File: src/rtl/swap_requester_if.sv
// Host command and engine w/done handshake bundle for swap_requester.
// master is the requester side; slave is the host/engine side.
interface swap_requester_if #(
   parameter int unsigned CNT_W = 8
);
   logic             start;
   logic [CNT_W-1:0] n_swaps;
   logic             done_in;
   logic             w;
   logic             busy;
   logic             finished;
   logic [CNT_W-1:0] swaps_done;
   logic             parity;
   logic             err;

   modport master (
      input  start, n_swaps, done_in,
      output w, busy, finished, swaps_done, parity, err
   );

   modport slave (
      output start, n_swaps, done_in,
      input  w, busy, finished, swaps_done, parity, err
   );
endinterface

File: src/rtl/swap_requester.sv
// Initiator for the w/done swap handshake: issues N single-cycle w requests, counts
// completions, tracks r1/r2 exchange parity and flags an engine that never responds.
module swap_requester #(
   parameter int unsigned CNT_W        = 8,
   parameter int unsigned ACK_TIMEOUT  = 4,
   parameter int unsigned DONE_TIMEOUT = 16
) (
   input  logic             ck,
   input  logic             rst,
   swap_requester_if.master bus
);

   localparam int unsigned TMax = (ACK_TIMEOUT > DONE_TIMEOUT) ? ACK_TIMEOUT : DONE_TIMEOUT;
   localparam int unsigned TW   = $clog2(TMax + 1);

   localparam logic [TW-1:0]    TimerOne = TW'(1);
   localparam logic [TW-1:0]    TimerMax = TW'(TMax);
   localparam logic [TW-1:0]    AckLast  = TW'(ACK_TIMEOUT - 1);
   localparam logic [TW-1:0]    DoneLast = TW'(DONE_TIMEOUT - 1);
   localparam logic [CNT_W-1:0] CntOne   = CNT_W'(1);

   typedef enum logic [2:0] {
      StIdle,
      StIssue,
      StWaitAck,
      StWaitDone,
      StFin
   } state_e;

   state_e           state_q, state_d;
   logic [CNT_W-1:0] remaining_q, remaining_d;
   logic [CNT_W-1:0] swaps_done_q, swaps_done_d;
   logic [TW-1:0]    timer_q, timer_d;
   logic [TW-1:0]    timer_inc;
   logic             parity_q, parity_d;
   logic             err_q, err_d;
   logic             w_q, w_d;
   logic             finished_q;

   // Saturating so a stalled timer can never wrap back under a threshold.
   assign timer_inc = (timer_q == TimerMax) ? timer_q : timer_q + TimerOne;

   always_comb begin
      state_d      = state_q;
      remaining_d  = remaining_q;
      swaps_done_d = swaps_done_q;
      timer_d      = timer_q;
      parity_d     = parity_q;
      err_d        = err_q;
      w_d          = 1'b0;

      unique case (state_q)
         StIdle: begin
            if (bus.start) begin
               remaining_d  = bus.n_swaps;
               swaps_done_d = '0;
               err_d        = 1'b0;
               timer_d      = '0;
               state_d      = (bus.n_swaps == '0) ? StFin : StIssue;
            end
         end

         StIssue: begin
            if (bus.done_in) begin
               w_d     = 1'b1;
               timer_d = '0;
               state_d = StWaitAck;
            end
         end

         StWaitAck: begin
            if (!bus.done_in) begin
               timer_d = '0;
               state_d = StWaitDone;
            end else begin
               timer_d = timer_inc;
               if (timer_q >= AckLast) begin
                  err_d   = 1'b1;
                  state_d = StFin;
               end
            end
         end

         StWaitDone: begin
            if (bus.done_in) begin
               swaps_done_d = swaps_done_q + CntOne;
               parity_d     = ~parity_q;
               remaining_d  = remaining_q - CntOne;
               state_d      = (remaining_q == CntOne) ? StFin : StIssue;
            end else begin
               timer_d = timer_inc;
               if (timer_q >= DoneLast) begin
                  err_d   = 1'b1;
                  state_d = StFin;
               end
            end
         end

         StFin: begin
            state_d = StIdle;
         end

         default: begin
            state_d = StIdle;
         end
      endcase
   end

   always_ff @(posedge ck or posedge rst) begin
      if (rst) begin
         state_q      <= StIdle;
         remaining_q  <= '0;
         swaps_done_q <= '0;
         timer_q      <= '0;
         parity_q     <= 1'b0;
         err_q        <= 1'b0;
         w_q          <= 1'b0;
         finished_q   <= 1'b0;
      end else begin
         state_q      <= state_d;
         remaining_q  <= remaining_d;
         swaps_done_q <= swaps_done_d;
         timer_q      <= timer_d;
         parity_q     <= parity_d;
         err_q        <= err_d;
         w_q          <= w_d;
         finished_q   <= (state_q == StFin);
      end
   end

   assign bus.w          = w_q;
   assign bus.busy       = (state_q != StIdle) && (state_q != StFin);
   assign bus.finished   = finished_q;
   assign bus.swaps_done = swaps_done_q;
   assign bus.parity     = parity_q;
   assign bus.err        = err_q;

endmodule

File: src/flat_wrapper.sv
// flat-port wrapper written by rule: the top's interface ports become plain ports
module swap_requester_flat 
#(
   parameter int unsigned CNT_W        = 8,
   parameter int unsigned ACK_TIMEOUT  = 4,
   parameter int unsigned DONE_TIMEOUT = 16
)
  (ck, rst, bus_start, bus_n_swaps, bus_done_in, bus_w, bus_busy, bus_finished, bus_swaps_done, bus_parity, bus_err);
  swap_requester_if #(.CNT_W(CNT_W)) bus_i ();
  input  logic ck;
  input  logic rst;
  input wire logic [$bits(bus_i.start)-1:0] bus_start;
  input wire logic [$bits(bus_i.n_swaps)-1:0] bus_n_swaps;
  input wire logic [$bits(bus_i.done_in)-1:0] bus_done_in;
  output wire logic [$bits(bus_i.w)-1:0] bus_w;
  output wire logic [$bits(bus_i.busy)-1:0] bus_busy;
  output wire logic [$bits(bus_i.finished)-1:0] bus_finished;
  output wire logic [$bits(bus_i.swaps_done)-1:0] bus_swaps_done;
  output wire logic [$bits(bus_i.parity)-1:0] bus_parity;
  output wire logic [$bits(bus_i.err)-1:0] bus_err;
  assign bus_i.start = bus_start;
  assign bus_i.n_swaps = bus_n_swaps;
  assign bus_i.done_in = bus_done_in;
  assign bus_w = bus_i.w;
  assign bus_busy = bus_i.busy;
  assign bus_finished = bus_i.finished;
  assign bus_swaps_done = bus_i.swaps_done;
  assign bus_parity = bus_i.parity;
  assign bus_err = bus_i.err;
  swap_requester #(.CNT_W(CNT_W), .ACK_TIMEOUT(ACK_TIMEOUT), .DONE_TIMEOUT(DONE_TIMEOUT)) u_core (.ck(ck), .rst(rst), .bus(bus_i));
endmodule
File: config.mk
export PLATFORM = sky130hd
export DESIGN_NAME = swap_requester_flat
export DESIGN_NICKNAME = d
export VERILOG_FILES = /design/src/rtl/swap_requester_if.sv /design/src/rtl/swap_requester.sv /design/src/flat_wrapper.sv
export SDC_FILE = /design/constraint.sdc
export NUM_CORES = 1
export LEC_CHECK = 0
export CAP_MARGIN = 20
export CORE_AREA = 2 2 63 65
export DETAILED_ROUTE_END_ITERATION = 8
export DIE_AREA = 0 0 65 67
export HOLD_SLACK_MARGIN = 0.05
export PLACE_DENSITY = 0.72
export SYNTH_ARGS = -nofsm -noshare
export SYNTH_HDL_FRONTEND = slang
export SYNTH_SLANG_ARGS = --single-unit
export TNS_END_PERCENT = 5
File: constraint.sdc
create_clock -name ck -period 2 [get_ports ck]
set_clock_uncertainty 0.2 [all_clocks]
set_input_delay 0.4 -clock ck [delete_from_list [all_inputs] [get_ports ck]]
set_output_delay 0.4 -clock ck [all_outputs]
set_load 0.02 [all_outputs]
m1.png
Supply wires on this layer in gray.
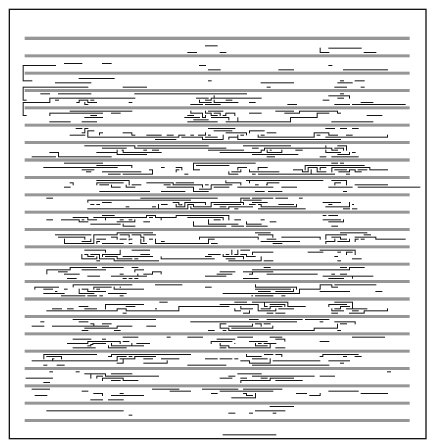
wire length on this layer = 1880 µm
nets with wire on the layer = 228
share of all routed wire = 44%
main direction = horizontal
longest straight run = 17.5 µm
GR Util met1: 24.29%
via count: 1675
WL final: 4329 µm

m2.png
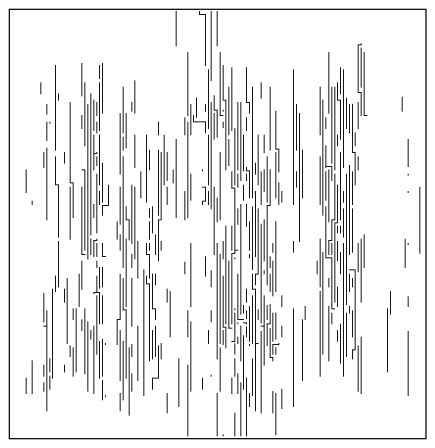
share of all routed wire = 50%
longest straight run = 24.1 µm
wire length on this layer = 2180 µm
nets with wire on the layer = 232
main direction = vertical
routing usage on met2: 39.18%

m3.png
Bar = 20 µm. Cells faint in the background.
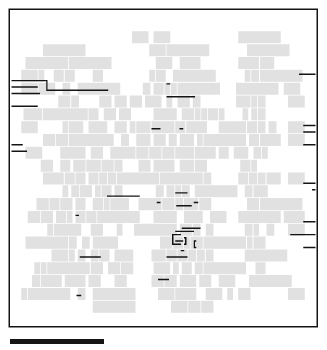
nets with wire on the layer = 29
longest straight run = 12.9 µm
share of all routed wire = 2.7%
met3 global-route usage: 1.689%

==> results_slide.txt <==
Synthesis and Place & Route Summary

CTS
  • Clk ins delay skew pair: between 0.2 and 0.3 ns
  • Hold_buf cts: 0

Timing
  • Clock period minus final worst setup slack: roughly 2.0 ns
  • Final Hold Fails: 0

Flow run
  • OpenROAD warnings: 31

Power
  • Leak: between 1 and 1.5 nW
  • Overall power: 2.802 mW
  • Clock share of power: between 10% and 20%
  • Combinational Power Share: between 50% and 60%

Yosys
  • Synth Area in Simple Gates: 23.48%
  • Synth Cell Area: roughly 0.0017 mm²
  • Main synth FF type: dfrtp_1
  • Yosys chip area: 0.001732 mm²
  • Mapped Cells: 190
  • Post-synth EDFFs: 0

Status
  • Status: finished, final reports clean

Setup path
  • Critical Path Source Type: primary input
  • Cell depth of the worst flop-to-flop path: 4
  • Slowest Stage Delay on Critical Path: between 0.4 and 0.5 ns
  • Delay-heaviest family, CP: buffers and inverters
  • Worst R2R End: u_core.state_q[2]
  • Critical path class: in -> reg
  • Crit end category: flip-flop

Die
  • I/O pin cnt: 25

Detailed routing
  • Met1 wire length: roughly 1900 µm

Finish
  • Ant diodes: 0
gates.png
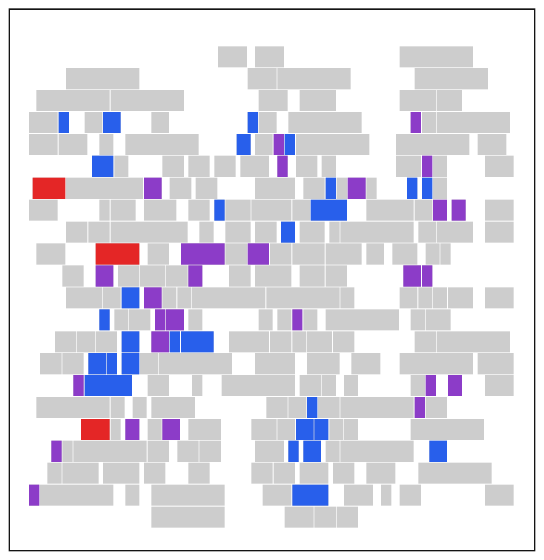
nor cells -> blue  # cells 28
nand cells -> purple  # cells 27
mux cells -> red  # cells 3
most common cell after layout, fill and taps aside: buf_4
Cell Count, Final, Fillers Out: 289
Comb area share: 43.37%

clock_nets.png
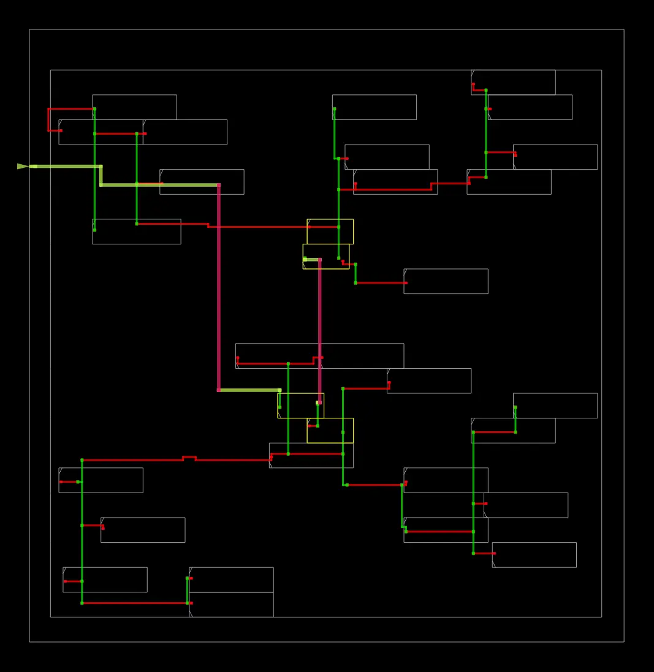
clock buffers: 4
clock sink count: 28

[layout make-up]
class | count | share of cell area, %
multi-input combinational | 144 | 43.37
tap | 48 | 2.545
clock buffer | 4 | 2.333
timing repair buffer | 56 | 20.57
inverter | 9 | 1.432
sequential | 28 | 29.75
[sequential cells by signal, indices dropped and copies added, names as in the netlist]
signal,count
u_core.bus.err,1
u_core.bus.finished,1
u_core.bus.parity,1
u_core.bus.swaps_done,8
u_core.bus.w,1
u_core.remaining_q,8
u_core.state_q,3
u_core.timer_q,5
[worst max path at each step]
stage                      start                       end  slack, ns  cells after the start
3_3_place_gp           bus_start  u_core.bus.swaps_done[3]      -0.25                      5
3_5_place_dp           bus_start  u_core.bus.swaps_done[3]      -0.31                      5
4_1_cts        u_core.state_q[0]                  bus_busy      -0.01                      2
6_report               bus_start     u_core.remaining_q[1]       0.03                      5
5_1_grt                bus_start     u_core.remaining_q[1]      -0.03                      5
2_1_floorplan  u_core.timer_q[1]         u_core.state_q[0]    -0.0008                      7
[stage by stage]
stage          worst slack [ns]  cell area [µm²]  setup TNS, ns  utilization [%]
2_1_floorplan        -0.0008493             1754     -0.0008493                -
3_3_place_gp            -0.2483             2218         -3.726            61.52
3_5_place_dp            -0.3087             2218         -4.419            61.52
4_1_cts               -0.009843             2308      -0.009843            64.02
5_1_grt                -0.02963             2360       -0.05246            65.44
6_report                0.02565             2360              0            65.44
[synthesized netlist by cell type (3+ instances only)]
cell type	count
nor2b_1	4
nor2_1	13
nor4_1	6
and3_1	4
nand2b_1	4
a21oi_1	8
a31oi_1	3
inv_1	9
buf_6	3
ha_1	6
or3_1	3
nor3_1	3
dfrtp_1	28
and2_1	4
o21ai_0	23
nand3_1	5
nand4_1	3
nand2_1	13
buf_2	3
No activity file was given, so power comes from the tool's default toggle rates.
